### src/rtl/sipo_byte_assembler_pkg.sv
`default_nettype none
// ============================================================================
// Module   : sipo_byte_assembler_pkg
// Purpose  : Shared state encoding and default word width for the SIPO
//            byte assembler and its output slot.
// Revision : 1.0  initial release
// ============================================================================
package sipo_byte_assembler_pkg;

  localparam int unsigned SIPO_DEFAULT_WIDTH = 8;

  typedef enum logic [1:0] {
    ST_IDLE   = 2'd0,
    ST_SHIFT  = 2'd1,
    ST_PARITY = 2'd2
  } sipo_state_e;

endpackage
`default_nettype wire

### src/rtl/sipo_byte_assembler_out_slot.sv
`default_nettype none
// ============================================================================
// Module   : sipo_byte_assembler_out_slot
// Purpose  : One-entry valid/ready holding register for assembled words.
//            A push is accepted when the slot is empty or being popped on the
//            same edge; otherwise the pushed word is dropped and overrun
//            pulses for one cycle. q is never cleared by a pop.
// Revision : 1.0  initial release
// ============================================================================
module sipo_byte_assembler_out_slot #(
  parameter int WIDTH = 8
) (
  input  logic             clk,
  input  logic             reset_n,
  input  logic             push_i,
  input  logic [WIDTH-1:0] push_data_i,
  input  logic             q_ready_i,
  output logic [WIDTH-1:0] q_o,
  output logic             q_valid_o,
  output logic             overrun_o
);

  logic [WIDTH-1:0] data_q;
  logic             valid_q;
  logic             overrun_q;
  logic             w_free;

  // Slot can take a new word if empty or if the held word leaves this edge
  assign w_free = !valid_q || q_ready_i;

  // Slot register: push wins over pop, drops a word when full and stalled
  always_ff @(posedge clk or negedge reset_n) begin
    if (!reset_n) begin
      data_q    <= '0;
      valid_q   <= 1'b0;
      overrun_q <= 1'b0;
    end else begin
      overrun_q <= push_i && !w_free;
      if (push_i && w_free) begin
        data_q  <= push_data_i;
        valid_q <= 1'b1;
      end else if (valid_q && q_ready_i) begin
        valid_q <= 1'b0;
      end
    end
  end

  assign q_o       = data_q;
  assign q_valid_o = valid_q;
  assign overrun_o = overrun_q;

endmodule
`default_nettype wire

### src/rtl/sipo_byte_assembler.sv
`default_nettype none
// ============================================================================
// Module   : sipo_byte_assembler
// Purpose  : Serial-in/parallel-out assembler. Collects framed serial bits
//            into WIDTH-bit words and hands them to a one-entry output slot.
//            Mid-word frame_start flags frame_err and restarts the word.
// Options  : PARITY_CHECK_EN - adds an even-parity bit after each word;
//            mismatching words are discarded with a parity_err pulse.
// Revision : 1.0  initial release
// ============================================================================
module sipo_byte_assembler
  import sipo_byte_assembler_pkg::*;
#(
  parameter int WIDTH     = SIPO_DEFAULT_WIDTH,
  parameter bit MSB_FIRST = 1'b1
) (
  input  logic             clk,
  input  logic             reset_n,
  input  logic             sin,
  input  logic             sin_valid,
  input  logic             frame_start,
  output logic [WIDTH-1:0] q,
  output logic             q_valid,
  input  logic             q_ready,
  output logic             overrun,
  output logic             frame_err,
  output logic             parity_err
);

  localparam int CW = $clog2(WIDTH + 1);
  localparam logic [CW-1:0] LAST_BIT = CW'(WIDTH - 1);

  sipo_state_e      state_q, state_d;
  logic [CW-1:0]    bit_cnt_q, bit_cnt_d;
  logic [WIDTH-1:0] shift_q, shift_d;
  logic             frame_err_q, frame_err_d;
  logic [WIDTH-1:0] w_first;
  logic [WIDTH-1:0] w_shifted;
  logic             w_push;
  logic [WIDTH-1:0] w_push_data;
`ifdef PARITY_CHECK_EN
  logic             parity_err_q, parity_err_d;
`endif

  // Bit placement: first bit ends up at q[WIDTH-1] or q[0] after WIDTH shifts
  generate
    if (MSB_FIRST) begin : g_msb_first
      assign w_first   = {{(WIDTH-1){1'b0}}, sin};
      assign w_shifted = {shift_q[WIDTH-2:0], sin};
    end else begin : g_lsb_first
      assign w_first   = {sin, {(WIDTH-1){1'b0}}};
      assign w_shifted = {sin, shift_q[WIDTH-1:1]};
    end
  endgenerate

  // State, counter, shift register and error-pulse registers
  always_ff @(posedge clk or negedge reset_n) begin
    if (!reset_n) begin
      state_q      <= ST_IDLE;
      bit_cnt_q    <= '0;
      shift_q      <= '0;
      frame_err_q  <= 1'b0;
`ifdef PARITY_CHECK_EN
      parity_err_q <= 1'b0;
`endif
    end else begin
      state_q      <= state_d;
      bit_cnt_q    <= bit_cnt_d;
      shift_q      <= shift_d;
      frame_err_q  <= frame_err_d;
`ifdef PARITY_CHECK_EN
      parity_err_q <= parity_err_d;
`endif
    end
  end

  // Next-state logic: framing, shifting, completion and parity decision
  always_comb begin
    state_d      = state_q;
    bit_cnt_d    = bit_cnt_q;
    shift_d      = shift_q;
    frame_err_d  = 1'b0;
    w_push       = 1'b0;
    w_push_data  = w_shifted;
`ifdef PARITY_CHECK_EN
    parity_err_d = 1'b0;
`endif
    case (state_q)
      ST_IDLE: begin
        if (sin_valid && frame_start) begin
          shift_d   = w_first;
          bit_cnt_d = CW'(1);
          state_d   = ST_SHIFT;
        end
      end
      ST_SHIFT: begin
        if (sin_valid) begin
          if (frame_start) begin
            frame_err_d = 1'b1;
            shift_d     = w_first;
            bit_cnt_d   = CW'(1);
          end else begin
            shift_d = w_shifted;
            if (bit_cnt_q == LAST_BIT) begin
              bit_cnt_d = '0;
`ifdef PARITY_CHECK_EN
              state_d   = ST_PARITY;
`else
              state_d   = ST_IDLE;
              w_push    = 1'b1;
`endif
            end else begin
              bit_cnt_d = bit_cnt_q + CW'(1);
            end
          end
        end
      end
`ifdef PARITY_CHECK_EN
      ST_PARITY: begin
        if (sin_valid) begin
          if (frame_start) begin
            frame_err_d = 1'b1;
            shift_d     = w_first;
            bit_cnt_d   = CW'(1);
            state_d     = ST_SHIFT;
          end else begin
            state_d = ST_IDLE;
            // Even parity: the parity bit equals the XOR of the data bits
            if (sin == ^shift_q) begin
              w_push      = 1'b1;
              w_push_data = shift_q;
            end else begin
              parity_err_d = 1'b1;
            end
          end
        end
      end
`endif
      default: state_d = ST_IDLE;
    endcase
  end

  sipo_byte_assembler_out_slot #(
    .WIDTH(WIDTH)
  ) u_out_slot (
    .clk         (clk),
    .reset_n     (reset_n),
    .push_i      (w_push),
    .push_data_i (w_push_data),
    .q_ready_i   (q_ready),
    .q_o         (q),
    .q_valid_o   (q_valid),
    .overrun_o   (overrun)
  );

  assign frame_err = frame_err_q;
`ifdef PARITY_CHECK_EN
  assign parity_err = parity_err_q;
`else
  assign parity_err = 1'b0;
`endif

endmodule
`default_nettype wire

### config.mk
export PLATFORM = sky130hd
export DESIGN_NAME = sipo_byte_assembler
export DESIGN_NICKNAME = d
export VERILOG_FILES = /design/src/rtl/sipo_byte_assembler_pkg.sv /design/src/rtl/sipo_byte_assembler_out_slot.sv /design/src/rtl/sipo_byte_assembler.sv
export SDC_FILE = /design/constraint.sdc
export NUM_CORES = 1
export LEC_CHECK = 0
export CAP_MARGIN = 20
export CORE_MARGIN = 2
export CORE_UTILIZATION = 24
export DETAILED_ROUTE_END_ITERATION = 6
export GPL_ROUTABILITY_DRIVEN = 0
export HOLD_SLACK_MARGIN = 0.03
export SLEW_MARGIN = 10
export SYNTH_ARGS = -nofsm -noshare
export SYNTH_HDL_FRONTEND = slang
export SYNTH_SLANG_ARGS = --single-unit
### constraint.sdc
create_clock -name clk -period 2.1 [get_ports clk]
set_clock_uncertainty 0.15 [all_clocks]
set_input_delay 0.315 -clock clk [delete_from_list [all_inputs] [get_ports clk]]
set_output_delay 0.315 -clock clk [all_outputs]
set_load 0.05 [all_outputs]
==> out/notes.md <==
Class of the most critical hold timing path: input port to asynchronous set/reset pin. The number of synthesis warnings is 0, and the total of max-cap violations is 0. The category of cells accounting for the largest share of critical-path delay was buffers and inverters. Counting I/O delays and the setup requirement, the final critical path takes 1910 ps. The top routing layer in use was met4. The synthesized netlist has a Yosys-reported chip area of 1050 um2.

The logs give 153 for the cell total after placement and 27 for the number of DRC markers in iteration 0. Adding up every negative setup slack in the final design gives 0 ps. Detailed routing placed a total of 88 um of wire on met3.

Counting flops with an async set or reset pin after synthesis yields a share of 100%. The area fraction of the dominant cell type after synthesis works out to 55.0%. The longest incremental delay of any stage on the critical path is reported as 810 ps. For this run the aggregate overflow at the end of global routing stands at 0.

For the final cell count without fillers, the log shows 157. TritonCTS built the clock tree. For this run, global-route usage on met2 was measured as 15.0%. The final-report setup violation count was 0. In this run the critical register-to-register path is launched from bit_cnt_q[0]. After layout, the worst setup slack is 193 ps.

For the antenna diode count, the log shows 0. The dominant combinational cell family by area after synthesis is AND-OR/OR-AND gates. Synthesis produced a netlist with a net count of 92.

Clock latency on the worst-skew pair, taken at its later pin, is 260 ps. Buffer-and-inverter tally for the worst setup path: 1. The worst register-to-register path depth is 4. The routed layout reports a DRC error count of 0.

Mux share of post-synthesis cell area: 10.4%. The critical path depth is 1. The fraction of layout cells with a size suffix above 1 was 18.1%. The tightest hold path in the finished design has a slack of 240 ps. The maximum fanout along the worst path is 2, and the global-route usage over all layers is 9.41%.

Number of inverters outside the clock class in the layout: 2. The final timing summary puts the cycle share of the worst path at 90.8%. On the worst setup and hold paths after CTS, the clock-pin slew comes to 80 ps. According to the cell report, flip-flops and latches in the layout number 23.

After detailed placement, the total cell area comes to 1280 um2. The run gives 24 for the pin count of the biggest net entering global routing. The post-synthesis share of cell area spent on xor and xnor gates works out to 0%. Number of flops mapped to enable cells by yosys: 0. The power drawn by the clock network was 0.275 mW. The setup path with the least slack is of type flop to output port.

Clock tree buffers and inverters occupy 3.40% of the routed design's cell area. The largest total area in the synthesized netlist belongs to sky130_fd_sc_hd__dfrtp_1. The layout contains a multi-input combinational cell count of 55.

In the Yosys report the total cell count is 85. The combinational power reported by the tool is 0.202 mW. With fillers left out, the area of the finished cells amounts to 1330 um2. Summed over all nets, the half-perimeter wirelength after detailed placement is 1.44 mm. The post-synthesis area per instance was 12.3 um2. For reference, the final report shows the max-slew violation count at 0. By count the netlist is led by sky130_fd_sc_hd__dfrtp_1, sky130_fd_sc_hd__mux2_2, sky130_fd_sc_hd__o2bb2ai_1. The flow measured a signed area growth from synthesis to layout of 26.8%.

For reference, the critical path cell chain is clkdlybuf4s50_1. Summed over all sequential cells, the power is 0.511 mW. The worst setup path is launched from a flop. The run gives 576 um2 for the sequential cell area in the final layout. Pin placement for this block handled 18 I/O pins. The run gives 1 as the number of H-tree levels. With the fraction of the yosys area taken by sequential cells at 55.0%, the worst-case vdd ir drop is 0.000383 V. The combinational cell fraction of total power was 20.5%.

The number of antenna violations at the first check in global routing was 0. Before any placement, the netlist area is recorded as 1050 um2. The number of buffers inserted for hold repair after clock tree synthesis came out at 0.

Minimum setup slack after placement: 254 ps. The largest cell class by area is flip-flops and latches. The flow reports that the clock network draws 27.8% of the design power. The total tool warning count was 26; the overall die area was 4900 um2. For this run, global-route usage on met1 was measured as 11.2%. The design received a total of 52 well taps at floorplan. The number of gates resized after CTS came out at 0. TritonRoute output was used to compute an average wire per cell of 13.5 um. The area share of and/or/nand/nor cells after synthesis works out to 14.5%. The critical path endpoint category is an output port.

The count of buffers not belonging to the clock network in the layout is 21. Among all cell types in the netlist, the one instantiated most often is sky130_fd_sc_hd__dfrtp_1. The number of setup buffers added after CTS is 0.

Per the final timing report, the hold violations number 0. The flow ran to the end, and the final reports show no timing, DRC or antenna violations.
io_placement.png
Pins as bars across the die edge, other pins in grey.
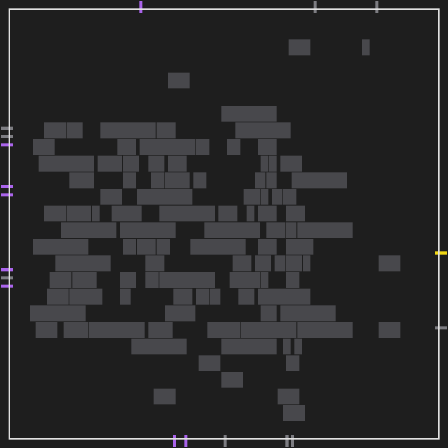
- yellow: `frame_start` (pins 1; direction input; edge right)
- purple: `q` (pins 8; direction output; edge 5 left, 2 bottom, 1 top)
- all pins by edge: 8 left, 5 bottom, 3 top, 2 right
width of the die: 70.0 um
number of I/O port buffers: 16
Die Height: 70.0 um

placement_by_type.png
Bar = 20 um.
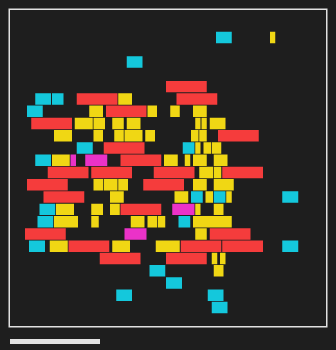
- magenta: clock drivers and dummy loads (cells 4)
- red: sequential cells (cells 23)
- yellow: combinational and other logic (cells 57)
- cyan: remaining buffers and delay cells (cells 21)

Power is estimated from default activity; no workload was simulated.
